**config.mk**
```make
export PLATFORM = sky130hd
export DESIGN_NAME = fir_mac_scheduler
export DESIGN_NICKNAME = d
export VERILOG_FILES = /design/src/rtl/fir_mac_scheduler.sv
export SDC_FILE = /design/constraint.sdc
export NUM_CORES = 2
export LEC_CHECK = 0
export ABC_AREA = 1
export CORE_UTILIZATION = 55
export CTS_BUF_LIST = sky130_fd_sc_hd__clkbuf_8
export CTS_CLUSTER_SIZE = 10
export DETAILED_ROUTE_END_ITERATION = 8
export HOLD_SLACK_MARGIN = 0.1
export PLACE_DENSITY_LB_ADDON = 0.12
export SKIP_LAST_GASP = 1
export SYNTH_ARGS = -nofsm -noshare
export SYNTH_HDL_FRONTEND = slang
export SYNTH_SLANG_ARGS = --single-unit
```
**constraint.sdc**
```tcl
create_clock -name clk_i -period 10.1 [get_ports clk_i]
set_input_delay 1.515 -clock clk_i [delete_from_list [all_inputs] [get_ports clk_i]]
set_output_delay 1.515 -clock clk_i [all_outputs]
set_load 0.005 [all_outputs]
```
**src/rtl/fir_mac_scheduler.sv**
```systemverilog
// Shared-MAC FIR for CHANNELS streams; grant -> out_valid seen FILTER_LENGTH+3 edges later, req_ready low while busy.
// Define FIR_SAT_EN to clip out-of-range results (out_sat=1); otherwise results wrap to IW bits.
module fir_mac_scheduler #(
    parameter int IW             = 16,
    parameter int FILTER_LENGTH  = 20,
    parameter int CHANNELS       = 2,
    localparam int CW            = (CHANNELS > 1) ? $clog2(CHANNELS) : 1
) (
    input  logic                          clk_i,
    input  logic                          reset_i,
    input  logic [IW*FILTER_LENGTH-1:0]   coefficients_i,
    input  logic [CHANNELS-1:0]           req_valid_i,
    input  logic [IW*CHANNELS-1:0]        req_data_i,
    output logic [CHANNELS-1:0]           req_ready_o,
    input  logic                          flush_i,
    output logic                          busy_o,
    output logic                          out_valid_o,
    output logic [CW-1:0]                 out_chan_o,
    output logic signed [IW-1:0]          out_data_o,
    output logic                          out_sat_o
);

    localparam int TW = $clog2(FILTER_LENGTH);
    localparam int AW = 2 * IW + TW;
    localparam logic signed [AW-1:0] RND_HALF = AW'(64'sd1 << (IW - 2));

    typedef enum logic [2:0] {
        S_IDLE,
        S_LOAD,
        S_MAC,
        S_RND,
        S_OUT,
        S_FLUSH
    } state_t;

    state_t                 state_q;
    logic [CW-1:0]          rr_q;
    logic [CW-1:0]          chan_q;
    logic signed [IW-1:0]   smp_q;
    logic [TW-1:0]          tap_q;
    logic [TW-1:0]          rp_q;
    logic signed [AW-1:0]   acc_q;
    logic signed [IW-1:0]   hist_q [CHANNELS][FILTER_LENGTH];
    logic [TW-1:0]          wp_q [CHANNELS];
    logic                   out_valid_q;
    logic [CW-1:0]          out_chan_q;
    logic signed [IW-1:0]   out_data_q;
    logic                   out_sat_q;

    logic signed [IW-1:0]   coef_a [FILTER_LENGTH];
    logic signed [IW-1:0]   data_a [CHANNELS];
    logic [CW-1:0]          gnt_chan_d;
    logic [CW-1:0]          rr_d;
    logic [CW-1:0]          arb_idx;
    logic                   gnt_any;
    logic signed [2*IW-1:0] prod_d;
    logic signed [AW-1:0]   acc_d;
    logic signed [IW-1:0]   out_data_d;
    logic                   out_sat_d;

    always_comb begin
        for (int k = 0; k < FILTER_LENGTH; k++) begin
            coef_a[k] = coefficients_i[k*IW +: IW];
        end
        for (int c = 0; c < CHANNELS; c++) begin
            data_a[c] = req_data_i[c*IW +: IW];
        end
    end

    // First valid channel at or after the round-robin pointer; flush wins over any request.
    always_comb begin
        req_ready_o = '0;
        gnt_chan_d  = rr_q;
        gnt_any     = 1'b0;
        arb_idx     = '0;
        if (state_q == S_IDLE && !reset_i && !flush_i) begin
            for (int i = 0; i < CHANNELS; i++) begin
                arb_idx = CW'((int'(rr_q) + i) % CHANNELS);
                if (!gnt_any && req_valid_i[arb_idx]) begin
                    gnt_any                  = 1'b1;
                    gnt_chan_d               = arb_idx;
                    req_ready_o[arb_idx]     = 1'b1;
                end
            end
        end
        rr_d = (gnt_chan_d == CW'(CHANNELS - 1)) ? '0 : gnt_chan_d + 1'b1;
    end

    always_comb begin
        prod_d = hist_q[chan_q][rp_q] * coef_a[tap_q];
        acc_d  = acc_q + $signed({{TW{prod_d[2*IW-1]}}, prod_d});
    end

`ifdef FIR_SAT_EN
    localparam logic signed [AW-1:0] SAT_MAX = AW'((64'sd1 << (IW - 1)) - 64'sd1);
    localparam logic signed [AW-1:0] SAT_MIN = AW'(-(64'sd1 << (IW - 1)));
    logic signed [AW-1:0] r_d;

    always_comb begin
        r_d = (acc_q + RND_HALF) >>> (IW - 1);
        if (r_d > SAT_MAX) begin
            out_data_d = {1'b0, {(IW-1){1'b1}}};
            out_sat_d  = 1'b1;
        end else if (r_d < SAT_MIN) begin
            out_data_d = {1'b1, {(IW-1){1'b0}}};
            out_sat_d  = 1'b1;
        end else begin
            out_data_d = IW'(r_d);
            out_sat_d  = 1'b0;
        end
    end
`else
    always_comb begin
        out_data_d = IW'((acc_q + RND_HALF) >>> (IW - 1));
        out_sat_d  = 1'b0;
    end
`endif

    always_ff @(posedge clk_i) begin
        if (reset_i) begin
            state_q     <= S_IDLE;
            rr_q        <= '0;
            chan_q      <= '0;
            smp_q       <= '0;
            tap_q       <= '0;
            rp_q        <= '0;
            acc_q       <= '0;
            out_valid_q <= 1'b0;
            out_chan_q  <= '0;
            out_data_q  <= '0;
            out_sat_q   <= 1'b0;
            for (int c = 0; c < CHANNELS; c++) begin
                wp_q[c] <= '0;
                for (int k = 0; k < FILTER_LENGTH; k++) begin
                    hist_q[c][k] <= '0;
                end
            end
        end else begin
            case (state_q)
                S_IDLE: begin
                    if (flush_i) begin
                        state_q <= S_FLUSH;
                        tap_q   <= '0;
                        for (int c = 0; c < CHANNELS; c++) begin
                            wp_q[c] <= '0;
                        end
                    end else if (gnt_any) begin
                        state_q <= S_LOAD;
                        chan_q  <= gnt_chan_d;
                        smp_q   <= data_a[gnt_chan_d];
                        rr_q    <= rr_d;
                    end
                end
                S_LOAD: begin
                    hist_q[chan_q][wp_q[chan_q]] <= smp_q;
                    acc_q   <= '0;
                    tap_q   <= '0;
                    rp_q    <= wp_q[chan_q];
                    state_q <= S_MAC;
                end
                S_MAC: begin
                    acc_q <= acc_d;
                    tap_q <= tap_q + 1'b1;
                    rp_q  <= (rp_q == '0) ? TW'(FILTER_LENGTH - 1) : rp_q - 1'b1;
                    // The write pointer only moves once the sample is fully consumed.
                    if (tap_q == TW'(FILTER_LENGTH - 1)) begin
                        wp_q[chan_q] <= (wp_q[chan_q] == TW'(FILTER_LENGTH - 1)) ? '0
                                        : wp_q[chan_q] + 1'b1;
                        state_q      <= S_RND;
                    end
                end
                S_RND: begin
                    out_valid_q <= 1'b1;
                    out_chan_q  <= chan_q;
                    out_data_q  <= out_data_d;
                    out_sat_q   <= out_sat_d;
                    state_q     <= S_OUT;
                end
                S_OUT: begin
                    out_valid_q <= 1'b0;
                    state_q     <= S_IDLE;
                end
                S_FLUSH: begin
                    for (int c = 0; c < CHANNELS; c++) begin
                        hist_q[c][tap_q] <= '0;
                    end
                    tap_q <= tap_q + 1'b1;
                    if (tap_q == TW'(FILTER_LENGTH - 1)) begin
                        state_q <= S_IDLE;
                    end
                end
                default: state_q <= S_IDLE;
            endcase
        end
    end

    assign busy_o      = (state_q != S_IDLE);
    assign out_valid_o = out_valid_q;
    assign out_chan_o  = out_chan_q;
    assign out_data_o  = out_data_q;
    assign out_sat_o   = out_sat_q;

endmodule
```
**M1 wires**

Scale bar: 100 um.
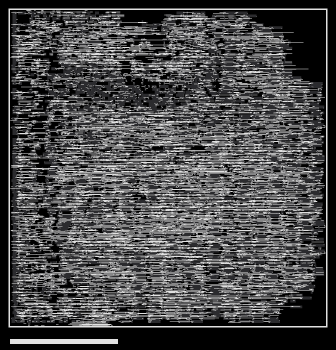
longest straight run = 96.6 um
wire length on this layer = 56.3 mm
main direction = horizontal
share of all routed wire = 36%
nets with wire on the layer = 5699
met1 usage: 0.4535
via count: 39.05k

**Signal wires on met2**

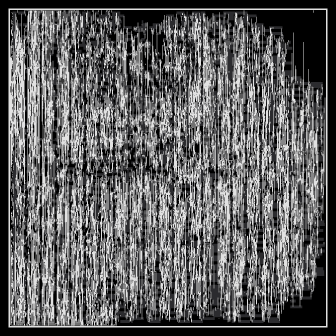
wire length on this layer = 72.1 mm
longest straight run = 111 um
nets with wire on the layer = 4944
main direction = vertical

**Signal wires on met3**

Scale bar: 100 um.
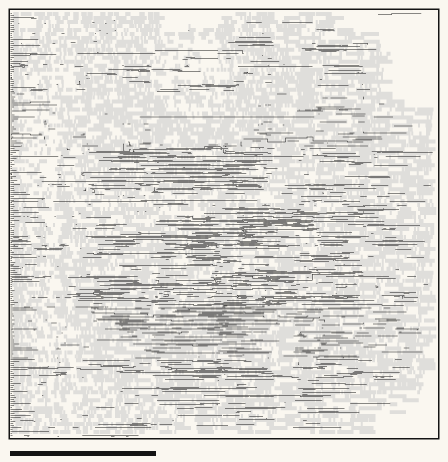
wire length on this layer = 16400 um
main direction = horizontal
nets with wire on the layer = 729
GR Util met3: 0.07231
final wirelength: 154700 um

**Where the registers sit**

Other sequential cells in the stronger gray, the rest of the logic in the fainter gray.
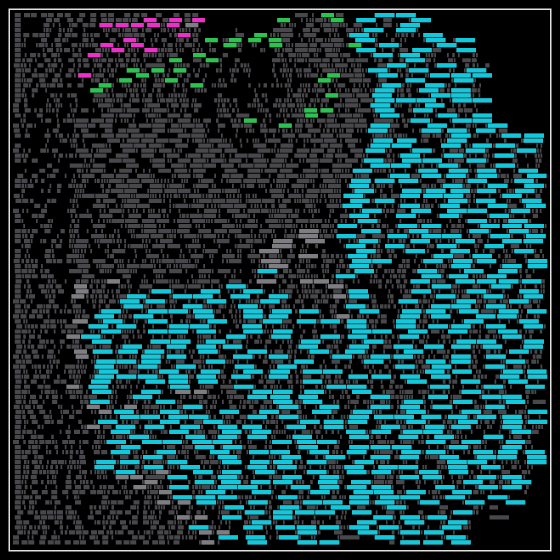
`hist_q` -> cyan  # placed flops 640, where all over the die
`acc_q` -> green  # placed flops 31
`out_data_o` -> magenta  # placed flops 16, where upper left

==> CHANGELOG.md <==
### Implementation results

- Status: completed
- # DRC: 0
- Dpl cell area: 50470 sq um
- Pre-CTS setup slack: 746.8 ps
- Std cell rows: 106
- Cycle use final: 0.8875
- Netlist cell types: about 57
- Number of global-route vias before repair: approximately 38k
- Combinational fraction of the cell area: 0.4080
- Reg-to-reg setup timing slack: 1140 ps
- Worst hold slack: between 400 and 500 ps
- Met1 wire length: 56310 um
- TritonCTS clock tree: yes
- Clock buffer count: 122
- Most numerous logic cells after layout: 1331 x nor2_1, 650 x edfxtp_1, 559 x nand2_1
- Tapcells: 1080
- Fraction of area in non-clock buffers: 0.08417
- Hold_sp: acc_q[2]
- Count leader, synth: nor2_1
- Met2 Wirelength: 72130 um
- Combinational gate area: 21540 sq um
- Antenna fix cells: 15
- Tool Warnings: 39
- Final hold vios: 0
- Final setup margin: roughly 1100 ps
- Post-synth EDFFs: between 600 and 700
- Reg area: 21160 sq um
- CTS Buf Count: about 120
- CTS clk-pin slew, worst paths: 70 ps
- Setup Skew: 104.7 ps
- CP most frequent cell: nand2_1
- Max H-tree Level: 3
- Yosys stat cell total: about 5.1k
- Fillers: between 7k and 8k
- Busiest grt layer: met2
- Global route total overflow: 0
- Resized Gates After CTS: 0
- CTS Root Cell: clkbuf_8
- Final Slew Violations: 0
- Met2 usage: 0.5778
- Max layer used: met4
- Hold Buf Count CTS: 0
- Syn_area_per_cell: 9.060 sq um
- Overall die height: between 200 and 300 um
- Hold Crit Class: flip-flop to flip-flop
- Flip-flops: 731
- Clock sinks: 731
- Synth area leader: edfxtp_1
- RSZ-0062 raised after global routing: no
- Nonclk buf count: about 460
- GRT Resource Usage Total: 0.3602
- Number of stages on the worst setup path: 35
- Setup CP Type: flip-flop to flip-flop
- Wire length per cell: 23.63 um
- DR iter-0 viols: 4476
- Clk latency late pin: roughly 830 ps
- R2r endpoint: acc_q[27]
- Largest class: multi-input combinational cells
- Area fraction of the dominant cell type after synthesis: 0.4208
- MI comb cells: 3525
- Commonest Layout Cell: nor2_1
- CP endpoint kind: flip-flop
- Setup TNS: 0 ps
- Top cells by area, synth: edfxtp_1 42%, fa_1 12%, nor2_1 11%
- Setup bufs post-CTS: 0
- Yosys warnings: 0
- Core area: roughly 84000 sq um
- Port buffer count: approximately 380
- Chip area estimate from yosys synthesis: about 46000 sq um
- Via/cell ratio: 5.967
- Slowest CP cell: fa_1
- Worst setup SP type: flip-flop
- Inverter count: 523
- Non-filler instance count after layout: 6545
- Clock buffer depth: 3
- Synth Seq Share: 0.4557
- Global-route wire length before repair: 229500 um
- Max_slew headroom: 0.2345
- Critical path data arrival time: 9580 ps
- Syn nets: 5867
sequential cells by signal, indices dropped and copies added (netlist names), named ones only:
name         cells
wp_q            10
tap_q            5
acc_q           31
rr_q             1
smp_q           16
out_valid_o      1
chan_q           1
rp_q             5
out_data_o      16
state_q          3
out_chan_o       1
hist_q         640
cells by family after synthesis:
group	share of synthesized area
buf+inv	0.08014
xor+xnor	0.004154
compound gates	0.1228
other cells	0.00008084
fa+ha+maj	0.1515
flops	0.4557
simple gates	0.1855
